===== src/rtl/read_priority_defer.sv =====
// rtl/read_priority_defer.sv - ALU-priority read arbiter with in-order local read defer FIFO
// Optional statistics outputs (defer_stall_count, defer_max_occupancy) exist only when
// READ_DEFER_STATS_EN is defined.
module read_priority_defer #(
  parameter int WORD_WIDTH       = 36,
  parameter int ADDR_WIDTH       = 10,
  parameter int DEFER_DEPTH      = 4,
  parameter int DEFER_PTR_WIDTH  = 2,
  parameter int RAM_READ_LATENCY = 2
) (
  input  logic                       clock,
  input  logic                       reset_n,
  input  logic                       ALU_rden,
  input  logic [ADDR_WIDTH-1:0]      ALU_read_addr,
  output logic [WORD_WIDTH-1:0]      ALU_read_data,
  output logic                       ALU_read_valid,
  input  logic                       local_rden,
  input  logic [ADDR_WIDTH-1:0]      local_read_addr,
  output logic                       local_read_ready,
  output logic [WORD_WIDTH-1:0]      local_read_data,
  output logic                       local_read_valid,
  output logic                       mem_rden,
  output logic [ADDR_WIDTH-1:0]      mem_read_addr,
  input  logic [WORD_WIDTH-1:0]      mem_read_data
`ifdef READ_DEFER_STATS_EN
  ,
  output logic [15:0]                defer_stall_count,
  output logic [DEFER_PTR_WIDTH:0]   defer_max_occupancy
`endif
);

  localparam logic [DEFER_PTR_WIDTH:0]   FULL_COUNT = (DEFER_PTR_WIDTH+1)'(DEFER_DEPTH);
  localparam logic [DEFER_PTR_WIDTH:0]   COUNT_ONE  = (DEFER_PTR_WIDTH+1)'(1);
  localparam logic [DEFER_PTR_WIDTH-1:0] PTR_ONE    = DEFER_PTR_WIDTH'(1);

  logic [ADDR_WIDTH-1:0]      defer_mem [DEFER_DEPTH];
  logic [DEFER_PTR_WIDTH-1:0] wr_ptr;
  logic [DEFER_PTR_WIDTH-1:0] rd_ptr;
  logic [DEFER_PTR_WIDTH:0]   count;
  logic                       fifo_empty;
  logic                       sel_alu;
  logic                       sel_fifo;
  logic                       sel_bypass;
  logic                       push;
  logic                       pop;
  logic [RAM_READ_LATENCY-1:0] tag_valid;
  logic [RAM_READ_LATENCY-1:0] tag_local;

  // Ready is conservative: a full FIFO refuses even in a cycle where it pops.
  assign fifo_empty       = (count == '0);
  assign local_read_ready = reset_n && (count != FULL_COUNT);

  // ALU first, then the oldest deferred local read, then a direct local bypass.
  assign sel_alu    = reset_n && ALU_rden;
  assign sel_fifo   = reset_n && !ALU_rden && !fifo_empty;
  assign sel_bypass = reset_n && !ALU_rden && fifo_empty && local_rden;
  assign pop        = sel_fifo;
  assign push       = local_rden && local_read_ready && !sel_bypass;
  assign mem_rden   = sel_alu || sel_fifo || sel_bypass;

  // Memory address mux following the selected source.
  always_comb begin
    mem_read_addr = ALU_read_addr;
    if (sel_fifo) begin
      mem_read_addr = defer_mem[rd_ptr];
    end else if (sel_bypass) begin
      mem_read_addr = local_read_addr;
    end
  end

  // Defer FIFO pointers and occupancy; reset discards queued local reads.
  always_ff @(posedge clock) begin
    if (!reset_n) begin
      wr_ptr <= '0;
      rd_ptr <= '0;
      count  <= '0;
    end else begin
      if (push) wr_ptr <= wr_ptr + PTR_ONE;
      if (pop)  rd_ptr <= rd_ptr + PTR_ONE;
      if (push && !pop) begin
        count <= count + COUNT_ONE;
      end else if (pop && !push) begin
        count <= count - COUNT_ONE;
      end
    end
  end

  // Defer FIFO storage; contents are only meaningful below the count.
  always_ff @(posedge clock) begin
    if (push) defer_mem[wr_ptr] <= local_read_addr;
  end

  // Tag pipeline tracking which requester owns each in-flight read.
  always_ff @(posedge clock) begin
    if (!reset_n) begin
      tag_valid <= '0;
      tag_local <= '0;
    end else begin
      tag_valid[0] <= mem_rden;
      tag_local[0] <= sel_fifo || sel_bypass;
      for (int i = 1; i < RAM_READ_LATENCY; i++) begin
        tag_valid[i] <= tag_valid[i-1];
        tag_local[i] <= tag_local[i-1];
      end
    end
  end

  // Responses: data bus shared, valids steered by the tag leaving the pipeline.
  assign ALU_read_valid   = reset_n && tag_valid[RAM_READ_LATENCY-1] && !tag_local[RAM_READ_LATENCY-1];
  assign local_read_valid = reset_n && tag_valid[RAM_READ_LATENCY-1] &&  tag_local[RAM_READ_LATENCY-1];
  assign ALU_read_data    = mem_read_data;
  assign local_read_data  = mem_read_data;

`ifdef READ_DEFER_STATS_EN
  // Saturating stall counter and FIFO high-water mark.
  always_ff @(posedge clock) begin
    if (!reset_n) begin
      defer_stall_count   <= '0;
      defer_max_occupancy <= '0;
    end else begin
      if (local_rden && !local_read_ready && (defer_stall_count != 16'hFFFF)) begin
        defer_stall_count <= defer_stall_count + 16'd1;
      end
      if (count > defer_max_occupancy) begin
        defer_max_occupancy <= count;
      end
    end
  end
`endif

endmodule


===== config.mk =====
export PLATFORM = sky130hd
export DESIGN_NAME = read_priority_defer
export DESIGN_NICKNAME = d
export VERILOG_FILES = /design/src/rtl/read_priority_defer.sv
export SDC_FILE = /design/constraint.sdc
export NUM_CORES = 1
export LEC_CHECK = 0
export ABC_AREA = 1
export CAP_MARGIN = 0
export CORE_ASPECT_RATIO = 0.9
export CORE_MARGIN = 4
export CORE_UTILIZATION = 44
export DETAILED_ROUTE_END_ITERATION = 6
export GPL_TIMING_DRIVEN = 0
export HOLD_SLACK_MARGIN = 0.05
export PLACE_DENSITY_LB_ADDON = 0.08
export RECOVER_POWER = 25
export SLEW_MARGIN = 10
export SYNTH_ARGS = -nofsm -noshare
export SYNTH_HDL_FRONTEND = slang
export SYNTH_SLANG_ARGS = --single-unit

===== constraint.sdc =====
create_clock -name clock -period 3.8 [get_ports clock]
set_input_delay 0.76 -clock clock [delete_from_list [all_inputs] [get_ports clock]]
set_output_delay 0.76 -clock clock [all_outputs]
set_load 0.01 [all_outputs]

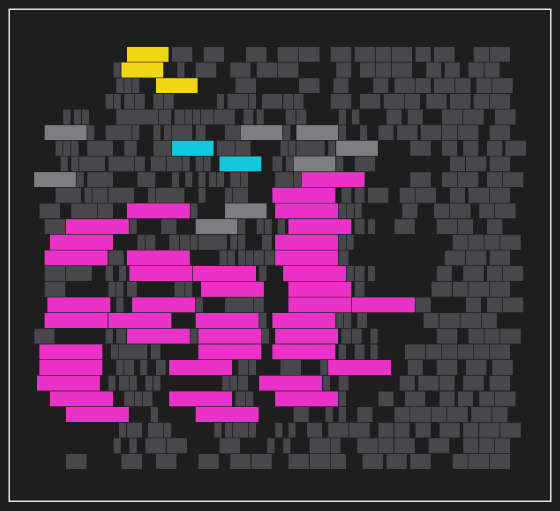
Figure 1: where the registers sit.
`count`: drawn in yellow, sequential cells 3. `defer_mem`: drawn in magenta, sequential cells 40. `rd_ptr`: drawn in cyan, sequential cells 2.
Another 8 sequential cells are not colored.

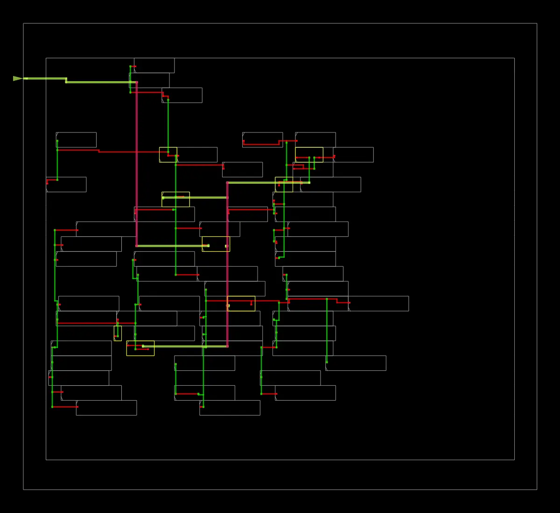
Figure 2: clock wiring as the flow saved it.
Late-Pin Clk Latency: 0.30 ns
clock skew: 0.007494 ns
clk_buf instances: 5

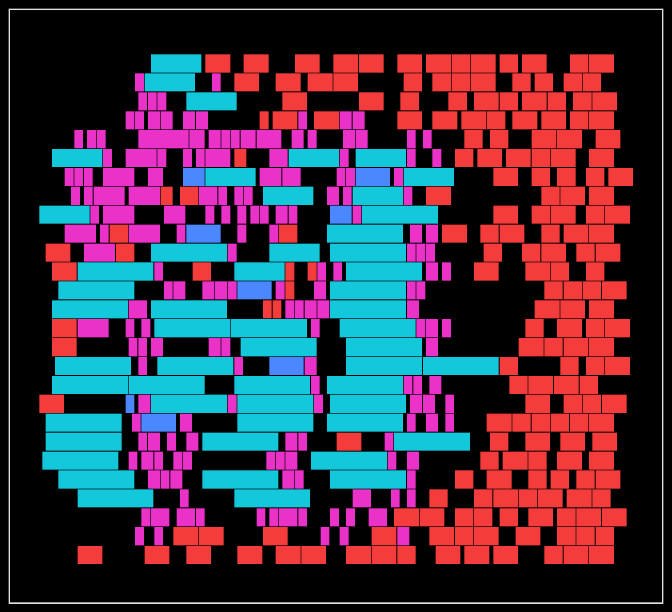
Figure 3: placed cells, one color a class.
remaining logic cells: drawn in magenta, cells 179, share of their area 21%. clock drivers and dummy loads: drawn in blue, cells 8, share of their area 2.2%. remaining buffers and delay cells: drawn in red, cells 194, share of their area 41%. registers: drawn in cyan, cells 53, share of their area 35%.
Finished Core Util: 67.58%
core area: 6284 um^2
design area: 4247 um^2
Seq area share: 34.41%
row count: 27

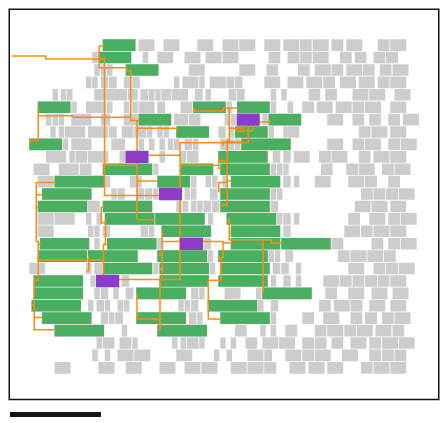
Figure 4: routed clock nets over the placement.
Scale bar: 20 um.
flip-flops: drawn in green, count 53. clock-net drivers: drawn in purple, count 5. clock wires: drawn in orange, length 519 um.
There are 6 routed clock nets.

==> job_summary.md <==
## Synthesis and layout report

| Metric | Value |
|---|---|
| Synth warn | `0` |
| Slowest stage cell, crit path | `dlygate4sd3_1` |
| Synth Area in Compound Gates | `3.863%` |
| Clk pwr share | `19.8%` |
| P_leak | `1.800 nW` |
| Top power group | `registers` |
| Final hold slack | `0.4220 ns` |
| # nets final | `499` |
| Met3 wire length | `734 um` |
| Library cells used by synthesis | `21` |
| Clock network share of area | `around 2.1%` |
| Setup slack after layout | `0.3105 ns` |
| Run status | `finished clean` |
| Global-route wire length before repair | `11.70 mm` |
| Non-clk bufs | `between 150 and 200` |
| Power share of the sequential group | `44.4%` |
| Yosys simple share | `19.01%` |
| Max FFs per register | `~40` |
| RSZ-0062 raised after global routing | `false` |
| Routed WL | `7.452 mm` |
| Synthesized Nets | `approximately 380` |
| Synth-to-Final Area Change | `45.67%` |
| Yosys stat chip area | `between 2000 and 3000 um^2` |
| Routed vias/inst | `4.551` |
| DRC viols | `0` |
| Slew Limit Fails | `0` |
| Leading cell kind | `non-clock buffers` |
| Hold Path Cell Cnt | `2` |
| CP required | `3.04 ns` |
| Top cells excl fill/tap | `clkdlybuf4s50_1, buf_4, nand2_1` |
| Clock transition at path regs | `approximately 0.090 ns` |
| EDFF count, synth | `40` |
| Crit path from | `reset_n` |
| Metal2 WL | `3.862 mm` |
| Dominant comb cell | `buffers and inverters` |
| CP Launch Type | `input pin` |
| I/O pin count | `146` |
| Post-route setup TNS | `0 ns` |
| Total grt overflow | `0` |
| Switch Pwr | `a little under 500 uW` |
| Setup violators final | `0` |
| Post-CTS Resized | `0` |
| I/O Buffers | `109` |
| Post-Layout Cell Count | `521` |
| Mean area per synthesized cell | `9.284 um^2` |
| Cell area leaders | `edfxtp_1, buf_4, nand2_1` |
| Most frequent cell after synthesis | `buf_4` |
| Critical Path AT | `between 2 and 3 ns` |
| WHS Endpoint | `tag_valid[1]` |
| GRT met2 Usage | `33.46%` |
| Mux area share | `0%` |
| Critical path class | `input pin to output port` |
| Post-synth seq share | `about half` |
| Combinational fraction of design power | `35.8%` |
| Total power | `1.567 mW` |
| Registers with the most flip-flops | `defer_mem x40, count x3` |
| Max Root-Sink Buffers | `2` |
| Pre-placement core utilization | `46.40%` |
| MaxCap Viol Count | `0` |
| Most frequent CP cell | `nand3_1` |
| Final GP Congestion | `0.7535` |
| Share of layout cells above drive strength 1 | `~22%` |
| CP delay by family, top | `buffers and inverters` |
| Pre-Repair DR Iteration Count | `4` |
| Adders+Majority by Area | `around 2.8%` |
| Die Span Y | `roughly 85 um` |
| # diodes | `0` |
| Met1 Use GR | `21.25%` |
| Tool warnings | `29` |
| DRT antenna net count | `0` |
| Comb area | `787.0 um^2` |
| Critical path depth in cells | `7` |
| H-tree Lvls | `2` |
| Yosys top cell area share | `around two fifths` |
| Crit share post-route | `91.83%` |
Power is estimated from default activity; no workload was simulated.
